File: src/rtl/fpu_issue_ctrl_if.sv
// Purpose: bundles the upstream push port, FPU issue/completion port and status of fpu_issue_ctrl.
// Latency: none, wires only.
// Backpressure: in_valid/in_ready on the push side; the FPU side is strobe/pulse with no backpressure.
interface fpu_issue_ctrl_if #(
  parameter int DEPTH = 4
);
  localparam int CW = $clog2(DEPTH) + 1;

  logic          in_valid;
  logic          in_ready;
  logic [1:0]    in_opcode;
  logic [31:0]   in_A;
  logic [31:0]   in_B;
  logic [3:0]    in_tag;
  logic          fpu_valid_in;
  logic [1:0]    fpu_opcode;
  logic [31:0]   fpu_A;
  logic [31:0]   fpu_B;
  logic          fpu_valid_out;
  logic          cmp_valid;
  logic [3:0]    cmp_tag;
  logic [1:0]    cmp_err;
  logic [CW-1:0] fifo_count;
  logic          busy;

  // Controller side
  modport master (
    input  in_valid, in_opcode, in_A, in_B, in_tag, fpu_valid_out,
    output in_ready, fpu_valid_in, fpu_opcode, fpu_A, fpu_B,
           cmp_valid, cmp_tag, cmp_err, fifo_count, busy
  );

  // Environment side (upstream producer, FPU and completion consumer)
  modport slave (
    output in_valid, in_opcode, in_A, in_B, in_tag, fpu_valid_out,
    input  in_ready, fpu_valid_in, fpu_opcode, fpu_A, fpu_B,
           cmp_valid, cmp_tag, cmp_err, fifo_count, busy
  );
endinterface

File: src/rtl/fpu_issue_ctrl.sv
// Purpose: queues FP ops in a DEPTH-entry FIFO and issues them one at a time to an FPU, reporting completion/timeout.
// Latency: pop to issue strobe 1 cycle; completion pulse 1 cycle after fpu_valid_out, or TMO cycles after entering WAIT.
// Backpressure: in_ready drops when the FIFO is full, except in the cycle the head is popped; the FPU side has none.
module fpu_issue_ctrl #(
  parameter int DEPTH = 4,
  parameter int TMO   = 15
) (
  input  logic              clk,
  input  logic              rst_n,
  fpu_issue_ctrl_if.master  bus
);
  localparam int PW = (DEPTH > 1) ? $clog2(DEPTH) : 1;
  localparam int CW = $clog2(DEPTH) + 1;

  typedef struct packed {
    logic [1:0]  opcode;
    logic [31:0] a;
    logic [31:0] b;
    logic [3:0]  tag;
  } entry_t;

  typedef enum logic [1:0] {IDLE, ISSUE, WAIT, DONE} state_t;

  localparam logic [1:0] OP_ILLEGAL = 2'b11;
  localparam logic [1:0] ERR_OK     = 2'b00;
  localparam logic [1:0] ERR_ILL    = 2'b01;
  localparam logic [1:0] ERR_TMO    = 2'b10;

  entry_t        mem [DEPTH];
  logic [PW-1:0] wr_ptr;
  logic [PW-1:0] rd_ptr;
  logic [CW-1:0] count;
  state_t        state;
  logic [7:0]    tmo_cnt;
  logic [3:0]    pend_tag;

  logic          fpu_vld_q;
  logic [1:0]    fpu_op_q;
  logic [31:0]   fpu_a_q;
  logic [31:0]   fpu_b_q;
  logic          cmp_vld_q;
  logic [3:0]    cmp_tag_q;
  logic [1:0]    cmp_err_q;

  logic          in_ready;
  logic          push;
  logic          pop;
  entry_t        head;

  // The controller pops only from IDLE, and only when something is queued.
  assign pop  = (state == IDLE) && (count != '0);
  // A full FIFO still accepts in the cycle its head leaves, so the slot freed
  // by the pop is refilled on the same edge and occupancy stays at DEPTH.
  assign in_ready = (count < CW'(DEPTH)) || pop;
  assign push = bus.in_valid && in_ready;
  assign head = mem[rd_ptr];

  assign bus.in_ready     = in_ready;
  assign bus.fifo_count   = count;
  assign bus.busy         = (state != IDLE);
  assign bus.fpu_valid_in = fpu_vld_q;
  assign bus.fpu_opcode   = fpu_op_q;
  assign bus.fpu_A        = fpu_a_q;
  assign bus.fpu_B        = fpu_b_q;
  assign bus.cmp_valid    = cmp_vld_q;
  assign bus.cmp_tag      = cmp_tag_q;
  assign bus.cmp_err      = cmp_err_q;

  // Entry storage: written on accepted push, contents are don't-care until written.
  always_ff @(posedge clk) begin
    if (push) begin
      mem[wr_ptr] <= '{opcode: bus.in_opcode, a: bus.in_A, b: bus.in_B, tag: bus.in_tag};
    end
  end

  // Circular pointers and occupancy; pointers wrap naturally since DEPTH is a power of two.
  always_ff @(posedge clk or negedge rst_n) begin
    if (!rst_n) begin
      wr_ptr <= '0;
      rd_ptr <= '0;
      count  <= '0;
    end else begin
      if (push) wr_ptr <= wr_ptr + PW'(1);
      if (pop)  rd_ptr <= rd_ptr + PW'(1);
      case ({push, pop})
        2'b10:   count <= count + CW'(1);
        2'b01:   count <= count - CW'(1);
        default: count <= count;
      endcase
    end
  end

  // Issue FSM with registered issue/completion outputs; one op outstanding at a time.
  always_ff @(posedge clk or negedge rst_n) begin
    if (!rst_n) begin
      state     <= IDLE;
      tmo_cnt   <= '0;
      pend_tag  <= '0;
      fpu_vld_q <= 1'b0;
      fpu_op_q  <= 2'b00;
      fpu_a_q   <= '0;
      fpu_b_q   <= '0;
      cmp_vld_q <= 1'b0;
      cmp_tag_q <= '0;
      cmp_err_q <= ERR_OK;
    end else begin
      case (state)
        IDLE: begin
          if (pop) begin
            if (head.opcode == OP_ILLEGAL) begin
              // Rejected without touching the FPU payload registers.
              cmp_vld_q <= 1'b1;
              cmp_tag_q <= head.tag;
              cmp_err_q <= ERR_ILL;
              state     <= DONE;
            end else begin
              fpu_vld_q <= 1'b1;
              fpu_op_q  <= head.opcode;
              fpu_a_q   <= head.a;
              fpu_b_q   <= head.b;
              pend_tag  <= head.tag;
              state     <= ISSUE;
            end
          end
        end
        ISSUE: begin
          fpu_vld_q <= 1'b0;
          tmo_cnt   <= '0;
          state     <= WAIT;
        end
        WAIT: begin
          tmo_cnt <= tmo_cnt + 8'd1;
          // A response in the final counted cycle still wins over the timeout.
          if (bus.fpu_valid_out) begin
            cmp_vld_q <= 1'b1;
            cmp_tag_q <= pend_tag;
            cmp_err_q <= ERR_OK;
            state     <= DONE;
          end else if (tmo_cnt == 8'(TMO - 1)) begin
            cmp_vld_q <= 1'b1;
            cmp_tag_q <= pend_tag;
            cmp_err_q <= ERR_TMO;
            state     <= DONE;
          end
        end
        DONE: begin
          cmp_vld_q <= 1'b0;
          state     <= IDLE;
        end
        default: state <= IDLE;
      endcase
    end
  end
endmodule

File: src/flat_wrapper.sv
// flat-port wrapper written by rule: the top's interface ports become plain ports
module fpu_issue_ctrl_flat 
#(
  parameter int DEPTH = 4,
  parameter int TMO   = 15
)
  (clk, rst_n, bus_in_valid, bus_in_opcode, bus_in_A, bus_in_B, bus_in_tag, bus_fpu_valid_out, bus_in_ready, bus_fpu_valid_in, bus_fpu_opcode, bus_fpu_A, bus_fpu_B, bus_cmp_valid, bus_cmp_tag, bus_cmp_err, bus_fifo_count, bus_busy);
  fpu_issue_ctrl_if #(.DEPTH(DEPTH)) bus_i ();
  input  logic clk;
  input  logic rst_n;
  input wire logic [$bits(bus_i.in_valid)-1:0] bus_in_valid;
  input wire logic [$bits(bus_i.in_opcode)-1:0] bus_in_opcode;
  input wire logic [$bits(bus_i.in_A)-1:0] bus_in_A;
  input wire logic [$bits(bus_i.in_B)-1:0] bus_in_B;
  input wire logic [$bits(bus_i.in_tag)-1:0] bus_in_tag;
  input wire logic [$bits(bus_i.fpu_valid_out)-1:0] bus_fpu_valid_out;
  output wire logic [$bits(bus_i.in_ready)-1:0] bus_in_ready;
  output wire logic [$bits(bus_i.fpu_valid_in)-1:0] bus_fpu_valid_in;
  output wire logic [$bits(bus_i.fpu_opcode)-1:0] bus_fpu_opcode;
  output wire logic [$bits(bus_i.fpu_A)-1:0] bus_fpu_A;
  output wire logic [$bits(bus_i.fpu_B)-1:0] bus_fpu_B;
  output wire logic [$bits(bus_i.cmp_valid)-1:0] bus_cmp_valid;
  output wire logic [$bits(bus_i.cmp_tag)-1:0] bus_cmp_tag;
  output wire logic [$bits(bus_i.cmp_err)-1:0] bus_cmp_err;
  output wire logic [$bits(bus_i.fifo_count)-1:0] bus_fifo_count;
  output wire logic [$bits(bus_i.busy)-1:0] bus_busy;
  assign bus_i.in_valid = bus_in_valid;
  assign bus_i.in_opcode = bus_in_opcode;
  assign bus_i.in_A = bus_in_A;
  assign bus_i.in_B = bus_in_B;
  assign bus_i.in_tag = bus_in_tag;
  assign bus_i.fpu_valid_out = bus_fpu_valid_out;
  assign bus_in_ready = bus_i.in_ready;
  assign bus_fpu_valid_in = bus_i.fpu_valid_in;
  assign bus_fpu_opcode = bus_i.fpu_opcode;
  assign bus_fpu_A = bus_i.fpu_A;
  assign bus_fpu_B = bus_i.fpu_B;
  assign bus_cmp_valid = bus_i.cmp_valid;
  assign bus_cmp_tag = bus_i.cmp_tag;
  assign bus_cmp_err = bus_i.cmp_err;
  assign bus_fifo_count = bus_i.fifo_count;
  assign bus_busy = bus_i.busy;
  fpu_issue_ctrl #(.DEPTH(DEPTH), .TMO(TMO)) u_core (.clk(clk), .rst_n(rst_n), .bus(bus_i));
endmodule
File: config.mk
export PLATFORM = sky130hd
export DESIGN_NAME = fpu_issue_ctrl_flat
export DESIGN_NICKNAME = d
export VERILOG_FILES = /design/src/rtl/fpu_issue_ctrl_if.sv /design/src/rtl/fpu_issue_ctrl.sv /design/src/flat_wrapper.sv
export SDC_FILE = /design/constraint.sdc
export NUM_CORES = 1
export LEC_CHECK = 0
export ABC_AREA = 1
export CORE_AREA = 4 4 213 132
export CTS_CLUSTER_DIAMETER = 50
export DETAILED_ROUTE_END_ITERATION = 16
export DIE_AREA = 0 0 217 136
export PLACE_DENSITY_LB_ADDON = 0.25
export SYNTH_ARGS = -nofsm -noshare
export SYNTH_HDL_FRONTEND = slang
export SYNTH_SLANG_ARGS = --single-unit
File: constraint.sdc
create_clock -name clk -period 5.43 [get_ports clk]
set_input_delay 1.629 -clock clk [delete_from_list [all_inputs] [get_ports clk]]
set_output_delay 1.629 -clock clk [all_outputs]
set_load 0.05 [all_outputs]
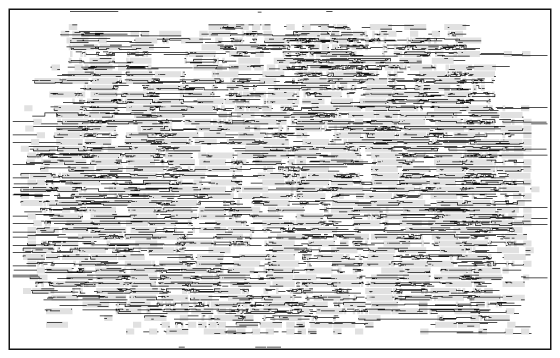
**Above:** run 1 (signal wires on met1).
longest straight run: 74.1 microns
nets with wire on the layer: 1,251
share of all routed wire: 45%
main direction: horizontal

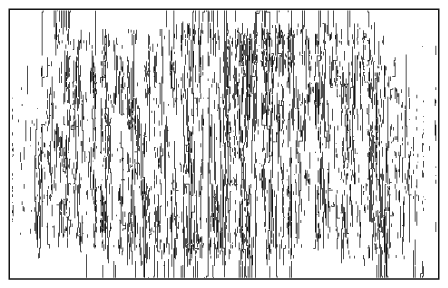
**Above:** run 1 (M2 wires).
share of all routed wire: 46%
wire length on this layer: 14,200 microns
main direction: vertical
nets with wire on the layer: 1,080
longest straight run: 57.6 microns

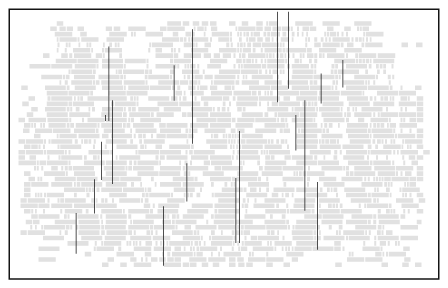
**Above:** run 1 (the metal 4 layer).
wire length on this layer: 573 microns
share of all routed wire: 1.8%
main direction: vertical

==> notes.md, run 1 <==
run results: Initial Util 0.552, Syn Area/Cell 12.5 sq um, syn nets 1,240, Crit path depth 5, Slew HR 0.271, dominant logic cell type in the layout edfxtp_1, full die area 0.0295 sq mm, Fillers 1,955, Pins Over Slew Limit 0, total grt overflow 0, layout cell share with drive strength beyond 1 0.0584, design area 0.0174 sq mm, # clk buffers 46, ys async rst share 0.253, final hold slack 0.467 ns, Non-Clock Inverter Count 33, initial antenna violation count 3, tool warning count 36, max reg flops 280, die outline height 136 microns, Tapcells 360, total power 11,200 uW, CP max stage delay 0.80 ns, min-delay src u_core.bus.fpu_B[22], postcts setup bufs 0, logic area 0.00319 sq mm, CP max-delay cell clkdlybuf4s50_1, buffer depth of the longest clock path 3, met3 routed WL 2250 microns, Final Hold Vio Count 0, WP data required 3.80 ns, startpoint types flip-flop, Num CTS Buffers 35, flip-flop and latch count 375, met1 Use GR 0.313, Seq/Total Area, Yosys 0.747, post_cts resized 0, hold buffer count at CTS 0, Mux cell area share 0, Antenna Cells 1, largest net degree at the start of global routing 111, nonclk buf count 163, Sw Pwr 4580 uW, clock share of power 0.219, logic share of the area 0.184, uppermost layer routed met5, Root Buffer clkbuf_16, count of library flops with an enable pin 280, met3 usage 0.0453, simple-gate share of the synthesized area 0.121, All-Layer GR Usage 0.212, post-place instance area 0.0162 sq mm, status completed, core box area 0.0261 sq mm, post-synthesis cell area 0.0144 sq mm, most numerous cell in the Yosys netlist edfxtp_1, multi-input gate count 684, Syn. warnings 0, Top cells by area edfxtp_1, dfrtp_1, nand2_1, Layout area overhead 20.3%, Dominant cell area share 0.583, met2 Use GR 0.322, final wirelength 31,100 microns, P_clk 2460 uW, Synth logic family simple AND/OR/NAND/NOR gates, commonest cells in the netlist edfxtp_1, nand2_1, nor2_1, o21ai_0, dfrtp_1, RSZ-0062 raised after global routing false, pre-CTS WS 1.55 ns, Combinational Power 4570 uW, hold depth 2, remaining antenna violation count 0
==> run 2: changes to the inputs <==
CORE_AREA = 4 4 223 138   (was 4 4 213 132)
DIE_AREA = 0 0 227 142   (was 0 0 217 136)
clock period = 3.43 ns   (was 5.43 ns; I/O delays follow)
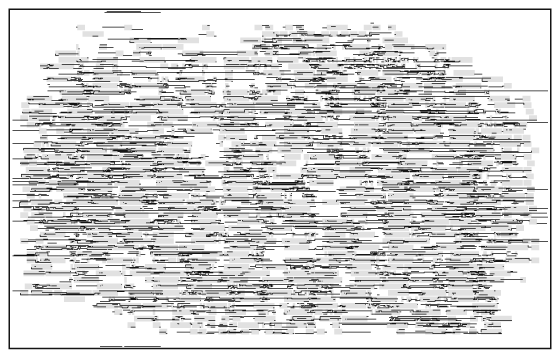
**Above:** run 2 (signal wires on met1).
share of all routed wire: 46%
longest straight run: 50.6 microns
main direction: horizontal

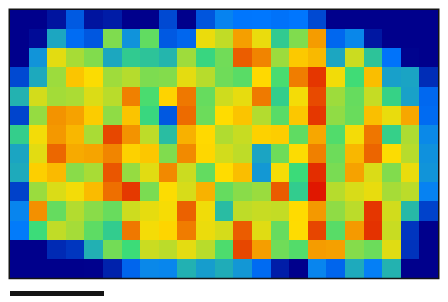
**Above:** run 2 (placement density heat map).
Scale bar: 50 microns. The die is cut into 23 by 14 equal tiles; dark blue is low, red is high, 0 to 100% covered.
fullest tile: 97%
mean over tiles: 53%
tiles over 75% full: 24%
nearly empty tiles: 9.3%

==> run 2 against run 1 <==
Core utilization down 4.7 points; clock-buffer cell count fell by 4; design area is 1.4% higher; area after synthesis unchanged; worst setup slack got worse by 1.3 ns; die area rose by 9.2%; critical endpoint is now bus_busy; largest power group unchanged.
==> notes.md, run 2 <==
run results: status completed, Synth logic family simple AND/OR/NAND/NOR gates, Num CTS Buffers 34 (-2.9%), Seq/Total Area, Yosys 0.747 (unchanged), clock share of power 0.230 (+0.011), logic area 0.00320 sq mm (+0.16%), tool warning count 35 (-2.8%), uppermost layer routed met5, Sw Pwr 7360 uW (+61%), Fillers 2,191 (+12%), All-Layer GR Usage 0.199 (-0.0128), CP max-delay cell clkdlybuf4s50_1, layout cell share with drive strength beyond 1 0.0671 (+0.00870), full die area 0.0322 sq mm (+9.2%), ys async rst share 0.253 (unchanged), Combinational Power 7410 uW (+62%), # clk buffers 42 (-8.7%), postcts setup bufs 0 (unchanged), initial antenna violation count 1 (-2), post_cts resized 0 (unchanged), Slew HR 0.443 (+0.172), Root Buffer clkbuf_16, final hold slack 0.469 ns (+0.00170 ns), buffer depth of the longest clock path 3 (unchanged), Layout area overhead 22.0%, r2r endpoint u_core.pend_tag[2], commonest cells in the netlist edfxtp_1, nand2_1, nor2_1, o21ai_0, dfrtp_1, syn nets 1,240 (unchanged), met3 usage 0.0410 (-0.00432), Mux cell area share 0 (unchanged), die outline height 142 microns (+4.4%), Top cells by area edfxtp_1, dfrtp_1, nand2_1, total power 18,300 uW (+63%), simple-gate share of the synthesized area 0.121 (unchanged), Syn Area/Cell 12.5 sq um (unchanged), min-delay src u_core.bus.fpu_B[1], Initial Util 0.506 (-0.0464), max reg flops 280 (unchanged), logic share of the area 0.182 (-0.00231), multi-input gate count 684 (unchanged), met2 Use GR 0.314 (-0.00875), flip-flop and latch count 375 (unchanged), hold depth 2 (unchanged), Pins Over Slew Limit 0 (unchanged), Syn. warnings 0 (unchanged), design area 0.0176 sq mm (+1.4%), count of library flops with an enable pin 280 (unchanged), dominant logic cell type in the layout edfxtp_1, Non-Clock Inverter Count 33 (unchanged), core box area 0.0285 sq mm (+9.2%), Dominant cell area share 0.583 (unchanged), hold buffer count at CTS 0 (unchanged), met1 Use GR 0.289 (-0.0241), Final Hold Vio Count 0 (unchanged), remaining antenna violation count 0 (unchanged), largest net degree at the start of global routing 81 (-27%), nonclk buf count 172 (+5.5%), post-synthesis cell area 0.0144 sq mm (unchanged), total grt overflow 0 (unchanged), pre-CTS WS 0.609 ns (-0.945 ns), Antenna Cells 0 (-1), final wirelength 31,900 microns (+2.6%), CP max stage delay 0.82 ns (+0.02 ns), WP data required 2.40 ns (-1.40 ns), P_clk 4200 uW (+71%)
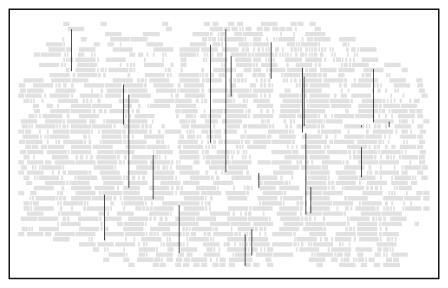
**Above:** run 2 (the metal 4 layer).
share of all routed wire: 1.7%
nets with wire on the layer: 11
longest straight run: 75.5 microns

Power is estimated from default activity; no workload was simulated.
